$ cat src/rtl/alu_sequencer.sv
// -----------------------------------------------------------------------------
// alu_sequencer
//
// Fetches 16-bit instruction words over a valid/ready handshake and steps
// each one through a three-cycle IDLE -> EXEC -> WB sequence. An external
// ALU does the arithmetic: during EXEC the sequencer drives the operation
// and operands, and it captures the ALU result and flags at the end of EXEC.
// During WB it writes the result back to the register file and updates the
// flags. Opcode 15 (HALT) parks the FSM until reset.
//
// Instruction word:
//   [15:12] opcode   [11:10] dst   [9] imm   [8] reserved
//   [7:0]   imm8 when imm=1, otherwise [1:0] = src
//
// Configuration macro:
//   ALU_SEQUENCER_IMM_EN  defined   : bit [9] selects imm8 as operand B
//                         undefined : bit [9] is ignored, operand B = R[src]
//
// Ports:
//   clk          sole clock; all state updates on the rising edge
//   rst_n        asynchronous active-low reset
//   instr_valid  instruction word offered
//   instr_data   16-bit instruction word
//   instr_ready  sequencer accepts a word (IDLE with rst_n high only)
//   alu_mode     ALU operation select (non-zero only during EXEC)
//   alu_a        ALU operand A = R[dst] (non-zero only during EXEC)
//   alu_b        ALU operand B = imm8 or R[src] (non-zero only during EXEC)
//   alu_result   ALU result, sampled at the end of EXEC
//   alu_flags    ALU flags: [7] zero, [6] sign, [5] carry, [4] overflow
//   flags        architectural flags register, [3:0] always zero
//   retire       one-cycle pulse in WB of every completed instruction
//   halted       HALT has executed
//   dbg_sel      debug register select
//   dbg_data     combinational read of R[dbg_sel]
//   dbg_state    current FSM state (IDLE=0, EXEC=1, WB=2, HALT=3)
//
// Handshake: a word transfers on a rising edge where instr_valid and
// instr_ready are both high. instr_ready does not depend on instr_valid,
// and the offered word is ignored in every other cycle.
// -----------------------------------------------------------------------------
module alu_sequencer #(
  parameter int WORD_SIZE = 8
) (
  input  logic                 clk,
  input  logic                 rst_n,
  input  logic                 instr_valid,
  input  logic [15:0]          instr_data,
  output logic                 instr_ready,
  output logic [3:0]           alu_mode,
  output logic [WORD_SIZE-1:0] alu_a,
  output logic [WORD_SIZE-1:0] alu_b,
  input  logic [WORD_SIZE-1:0] alu_result,
  input  logic [7:0]           alu_flags,
  output logic [7:0]           flags,
  output logic                 retire,
  output logic                 halted,
  input  logic [1:0]           dbg_sel,
  output logic [WORD_SIZE-1:0] dbg_data,
  output logic [1:0]           dbg_state
);

  localparam logic [1:0] ST_IDLE = 2'd0;
  localparam logic [1:0] ST_EXEC = 2'd1;
  localparam logic [1:0] ST_WB   = 2'd2;
  localparam logic [1:0] ST_HALT = 2'd3;

  localparam logic [3:0] OP_MOV  = 4'd1;
  localparam logic [3:0] OP_TSTZ = 4'd10;
  localparam logic [3:0] OP_HALT = 4'd15;

  logic [1:0]           state_q;
  logic [1:0]           state_d;
  logic [15:0]          ir_q;
  logic [WORD_SIZE-1:0] regs_q [4];
  logic [3:0]           flags_q;      // architectural flags[7:4]
  logic [WORD_SIZE-1:0] wb_data_q;    // value captured at the end of EXEC
  logic [3:0]           alu_flags_q;  // ALU flags[7:4] captured at the end of EXEC

  logic [3:0]           opcode;
  logic [1:0]           dst;
  logic [1:0]           src;
  logic [WORD_SIZE-1:0] operand_b;
  logic                 in_exec;
  logic                 write_en;
  logic                 flag_all_en;
  logic                 flag_zero_en;

  assign opcode  = ir_q[15:12];
  assign dst     = ir_q[11:10];
  assign src     = ir_q[1:0];
  assign in_exec = (state_q == ST_EXEC);

`ifdef ALU_SEQUENCER_IMM_EN
  assign operand_b = ir_q[9] ? WORD_SIZE'(ir_q[7:0]) : regs_q[src];

  // Bit 8 is reserved; alu_flags[3:0] carry no architectural meaning.
  logic unused_bits;
  assign unused_bits = ^{ir_q[8], alu_flags[3:0]};
`else
  assign operand_b = regs_q[src];

  // Immediate field and reserved bit are not decoded in this build.
  logic unused_bits;
  assign unused_bits = ^{ir_q[9:2], alu_flags[3:0]};
`endif

  // Register writeback: MOV and opcodes 4..14.
  assign write_en     = (opcode == OP_MOV) || ((opcode >= 4'd4) && (opcode <= 4'd14));
  // Full flag load: opcodes 2, 3, 6..9, 11..14. Opcode 10 loads zero only.
  assign flag_all_en  = (opcode == 4'd2) || (opcode == 4'd3) ||
                        ((opcode >= 4'd6) && (opcode <= 4'd9)) ||
                        ((opcode >= 4'd11) && (opcode <= 4'd14));
  assign flag_zero_en = (opcode == OP_TSTZ);

  always_comb begin
    state_d = state_q;
    case (state_q)
      ST_IDLE: if (instr_valid) state_d = ST_EXEC;
      ST_EXEC: state_d = (opcode == OP_HALT) ? ST_HALT : ST_WB;
      ST_WB:   state_d = ST_IDLE;
      default: state_d = ST_HALT;
    endcase
  end

  always_ff @(posedge clk or negedge rst_n) begin
    if (!rst_n) begin
      state_q     <= ST_IDLE;
      ir_q        <= '0;
      flags_q     <= '0;
      wb_data_q   <= '0;
      alu_flags_q <= '0;
      for (int i = 0; i < 4; i++) regs_q[i] <= '0;
    end else begin
      state_q <= state_d;
      if ((state_q == ST_IDLE) && instr_valid) ir_q <= instr_data;
      if (in_exec) begin
        // MOV bypasses the ALU and writes operand B directly.
        wb_data_q   <= (opcode == OP_MOV) ? operand_b : alu_result;
        alu_flags_q <= alu_flags[7:4];
      end
      if (state_q == ST_WB) begin
        if (write_en) regs_q[dst] <= wb_data_q;
        if (flag_all_en)       flags_q    <= alu_flags_q;
        else if (flag_zero_en) flags_q[3] <= alu_flags_q[3];
      end
    end
  end

  // Reset forces IDLE asynchronously, which zeroes these outputs with it.
  assign instr_ready = (state_q == ST_IDLE) && rst_n;
  assign alu_mode    = (in_exec && (opcode != OP_MOV)) ? opcode : 4'd0;
  assign alu_a       = in_exec ? regs_q[dst] : '0;
  assign alu_b       = in_exec ? operand_b : '0;
  assign flags       = {flags_q, 4'b0000};
  assign retire      = (state_q == ST_WB);
  assign halted      = (state_q == ST_HALT);
  assign dbg_data    = regs_q[dbg_sel];
  assign dbg_state   = state_q;

endmodule

$ cat config.mk
export PLATFORM = sky130hd
export DESIGN_NAME = alu_sequencer
export DESIGN_NICKNAME = d
export VERILOG_FILES = /design/src/rtl/alu_sequencer.sv
export SDC_FILE = /design/constraint.sdc
export NUM_CORES = 1
export LEC_CHECK = 0
export ABC_AREA = 1
export CAP_MARGIN = 20
export CORE_MARGIN = 2
export CORE_UTILIZATION = 43
export DETAILED_ROUTE_END_ITERATION = 16
export GPL_TIMING_DRIVEN = 0
export PLACE_DENSITY_LB_ADDON = 0.3
export SYNTH_ARGS = -nofsm -noshare
export SYNTH_HDL_FRONTEND = slang
export SYNTH_SLANG_ARGS = --single-unit
export TNS_END_PERCENT = 30
$ cat constraint.sdc
create_clock -name clk -period 1.97 [get_ports clk]
set_clock_uncertainty 0.2 [all_clocks]
set_input_delay 0.197 -clock clk [delete_from_list [all_inputs] [get_ports clk]]
set_output_delay 0.197 -clock clk [all_outputs]
set_load 0.05 [all_outputs]
==> images/met1.png <==
Scale bar: 20 µm. Supply wires on this layer in gray. Cells faint in the background.
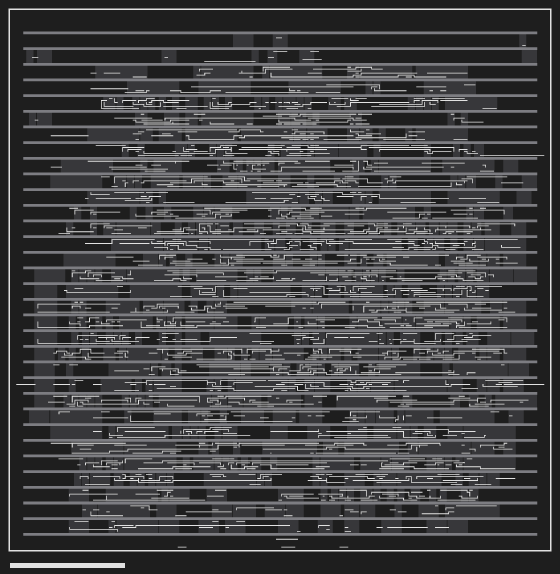
nets with wire on the layer = 532
share of all routed wire = 43%
number of vias in the routed layout: 3723
Routed Wire Length: 11270 µm
met1 Use GR: 0.3692

==> images/met2.png <==
Scale bar: 20 µm. Cells faint in the background.
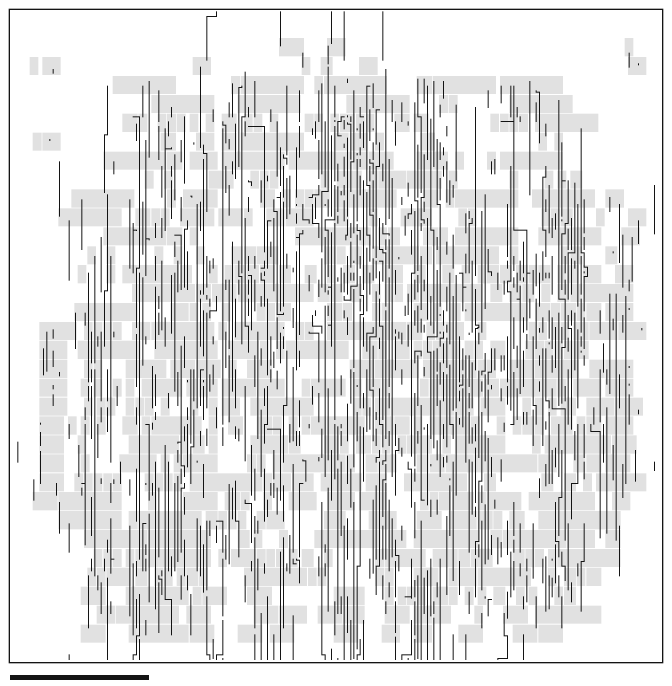
share of all routed wire = 46%
main direction = vertical
met2 GRT Util: 0.4048

==> images/zoom.png <==
Scale bar: 10 µm. Window x 27 to 67, y 8 to 48 µm. Cells in gray, sequential cells in the stronger gray; small squares are vias.
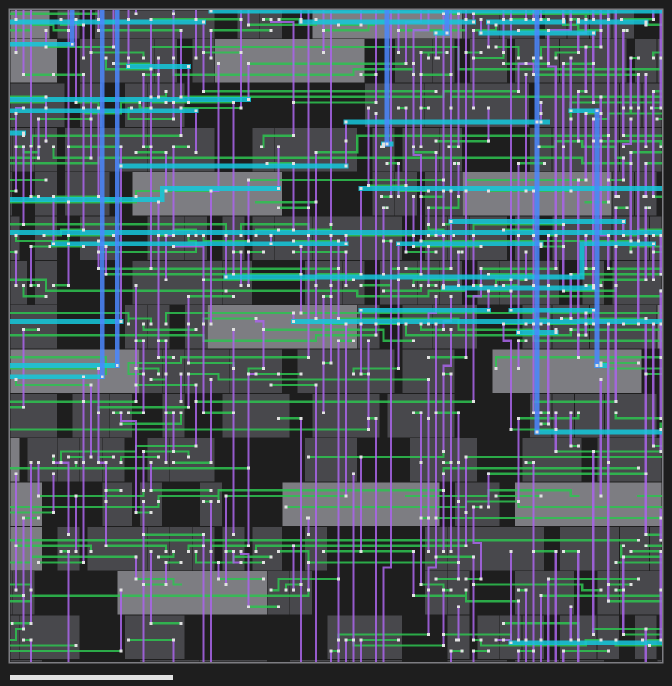
met4 -> blue
met1 -> green
met2 -> purple
met3 -> cyan
sequential cells in the window = 10
netlist names of flops here include = `regs_q` (3), `dbg_state` (2), `wb_data_q` (2)
cells with their middle in the window = 156
most frequent = nand2_1 (49), inv_1 (15), nor2_1 (10)

==> images/drive_strength.png <==
Scale bar: 20 µm.
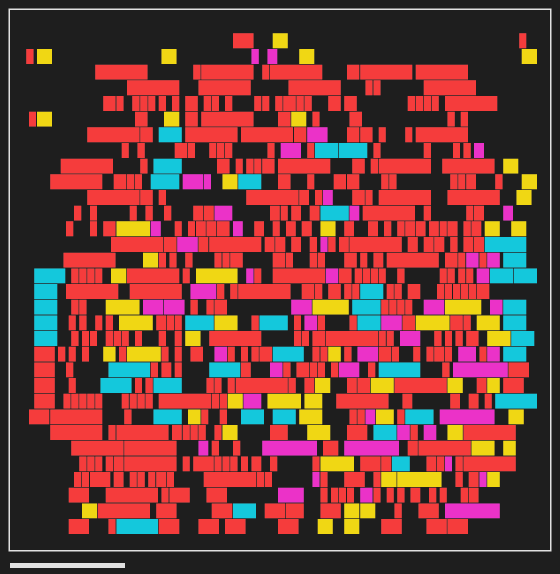
drive 6 and up -> cyan  # cells 40, share 6.9%, most used buf_6
drive 3 to 4 -> yellow  # cells 56, share 9.7%, most used buf_4
drive 2 -> magenta  # cells 50, share 8.7%, most used nand3_2
drive 1 or less -> red  # cells 430, share 75%, most used nand2_1
synthesis-to-layout area growth: 37.86%
Final Worst Setup Slack: 0.0007945 ns
post-route cell area: 4775 µm²

==> impl_metrics.py <==
# Synthesis and PnR figures
metrics = {
    "status": {
        "status": "complete, no violations",
    },
    "detailed_routing": {
        "wl_met1_um": 4796,
        "wl_per_cell_um": 16.62,
        "wl_met3_um": 979,
        "post-route-drc-count": 0,
        "highest_layer": "met4",
        "drt-vias-per-instance": 5.491,
        "drtPass1Iterations": 5,
        "wl_met2_um": 5138,
        "drt_first_iter_violations": 287,
        "ant_nets": 0,
    },
    "cts": {
        "cts.sinks": 58,
        "cts_buffers": 9,
        "ctsHoldBuffers": 2,
        "cts_buffer_depth": 2,
        "cts_setup_buffers": 2,
        "post_cts_resized": 182,
        "cts_root_buf": "clkbuf_8",
        "cts_tree": "yes",
        "htree_levels": 3,
        "path_clk_slew_ns": 0.07,
    },
    "final_timing": {
        "fmax_mhz": 507.8,
        "min_period_ns": 1.969,
        "finalCritPeriodShare": 0.9996,
        "hold_viol": 0,
        "max_slew.worst_pin.slew_ns": 0.5108,
        "final-setup-viol-count": 0,
        "grt_setup_unrepaired": "yes",
        "final_max_slew_viol_count": 0,
    },
    "global_route": {
        "grt_pass1_vias": 3483,
        "grtUsageTotal": 0.2654,
        "grt_pass1_wl_um": 17730,
        "grt_max_degree": 31,
        "globalRouteMet3Util": 0.05538,
    },
    "power": {
        "p_switching_uw": 644.7,
        "powerDensity_nw_per_um2": 504.8,
        "ir_drop_mv": 0.4206,
        "clkPwrFrac": 0.406,
        "intPower_uw": 1766,
        "p_leak_uw": 0.002313,
    },
    "setup_path": {
        "r2r-end": "regs_q[12]",
        "crit_slowest_cell": "dfrtp_1",
        "path_class": "flop to output port",
        "required_ns": 1.57,
        "path_max_fanout": 10,
        "reg2reg_slack_ns": 0.34,
        "worstReg2RegStart": "ir_q[12]",
        "cpPeakStageDelay_ns": 0.39,
        "cp_data_arrival_time_ns": 1.57,
        "worst_setup_path_start_kind": "flop",
        "r2r_cells": 8,
    },
    "placed_design": {
        "dp.cells": 653,
        "dpl_cell_area_um2": 4312,
        "portBuffers": 60,
        "hpwl_um": 8068,
    },
    "die": {
        "core-area_um2": 7767,
        "num_io_pins": 78,
        "die-area_um2": 8788,
        "fp-utilization": 0.4459,
        "rows": 32,
        "die_w_um": 93.75,
    },
    "layout": {
        "fin_nets": 609,
        "drive_gt1_frac": 0.2535,
        "antenna_cells": 0,
        "fillers": 724,
        "final_cells": 678,
    },
    "min_path": {
        "hold_class": "primary input to async pin",
    },
    "synthesis": {
        "ys_chip_area_um2": 3463,
        "ys_top_cells_by_area": "dfrtp_1, nand2_1, a21oi_1, nand4_1, inv_1",
        "async_flop_share": 1.000,
        "yosysCellCount": 487,
        "synth-edff-count": 0,
        "synthFlopType": "dfrtp_1",
        "yosysUniqueCellTypes": 28,
        "ys.warnings.count": 0,
        "avgSynthCellArea_um2": 7.112,
    },
    "run": {
        "maxCapViolCount": 0,
        "warnings": 41,
    },
}
metrics by stage:
stage / TNS (ns) / util / setup slack (ns) / hold slack (ns)
finish: 0 / 0.6147 / 0.0007945 / 0.1514
global route: -0.4488 / 0.6147 / -0.04635 / 0.1844
CTS: -1.119 / 0.5900 / -0.1985 / 0.1509
detailed placement: -12.82 / 0.5551 / -0.6831 / 0.08741
global placement: -92.36 / 0.5532 / -2.290 / 0.2572
floorplan: -0.8685 / - / -0.06910 / -0.2986
worst max path at each step:
stage / startpoint / end / slack [ns] / cells after the start
2_1_floorplan: dbg_state[1] / alu_b[5] / -0.07 / 4
3_5_place_dp: dbg_sel[1] / dbg_data[7] / -0.68 / 6
6_report: ir_q[0] / alu_b[0] / 0.0008 / 6
5_1_grt: ir_q[0] / alu_b[4] / -0.05 / 6
3_3_place_gp: rst_n / instr_ready / -2.29 / 3
4_1_cts: dbg_state[0] / retire / -0.20 / 5
worst max-delay path, delay by kind of cell, from the launching register on:
family	cells	cell delay (ns)
buffers and inverters	3	0.45
AOI/OAI and AO/OA	1	0.15
DFF	1	0.39
and+or+nand+nor	2	0.24
kinds of logic after synthesis:
group / synth area share
and+or+nand+nor: 0.3558
buffers and inverters: 0.1131
AOI/OAI and AO/OA: 0.1109
DFF: 0.4191
other: 0.001083
power by group through the flow:
stage	Sequential [µW]	Combinational (µW)	Clock, µW
final	1220	207	979
after global routing	1220	226	1030
after CTS	1220	205	983
after detailed placement	1250	202	0
after global placement	1250	195	0
after floorplan	1240	99.0	0
registers in the layout (all words and copies together), names as in the netlist:
signal,cells
regs_q,32
ir_q,8
wb_data_q,8
alu_flags_q,4
flags_q,4
dbg_state,2
cells in the final DEF (no fill, tap or decap), types with 2 or more instances in the layout:
master,n
a21oi_1,32
a21oi_2,3
a21oi_4,7
buf_12,4
buf_2,6
buf_4,21
buf_6,20
buf_8,4
clkbuf_4,8
clkbuf_8,10
clkdlybuf4s15_1,2
clkdlybuf4s50_1,26
clkinv_2,3
clkinv_4,2
conb_1,4
dfrtp_1,53
dfrtp_2,5
dlygate4sd2_1,2
inv_1,38
inv_2,7
inv_4,6
nand2_1,182
nand2_2,6
nand2_4,4
nand3_1,9
nand3_2,12
nand3_4,2
nand4_1,32
nor2_1,21
nor2_2,6
nor2_4,3
o21ai_0,9
o21ai_1,2
o22ai_1,14
final cells by class:
class                      instances  area [µm²]  area share
tap                              102       127.6     0.02673
sequential                        58        1458      0.3053
buffer                            23       198.9     0.04167
clock buffer                      10       137.6     0.02883
multi-input combinational        354        1868      0.3912
timing repair buffer              72       725.7      0.1520
clock inverter                     5       31.28    0.006551
inverter                          54       227.7     0.04769
synth_stat cells, types with 2 or more instances:
| cell | count |
|---|---|
| a21oi_1 | 41 |
| inv_1 | 40 |
| buf_6 | 5 |
| nor2_1 | 29 |
| inv_2 | 10 |
| nand2_1 | 184 |
| buf_4 | 11 |
| nand3_2 | 4 |
| buf_2 | 5 |
| nand3_1 | 19 |
| inv_4 | 2 |
| o21ai_0 | 10 |
| o22ai_1 | 16 |
| nand2_4 | 2 |
| clkbuf_1 | 2 |
| nand4_1 | 32 |
| nand2_2 | 7 |
| dfrtp_1 | 58 |
No activity file was given, so power comes from the tool's default toggle rates.
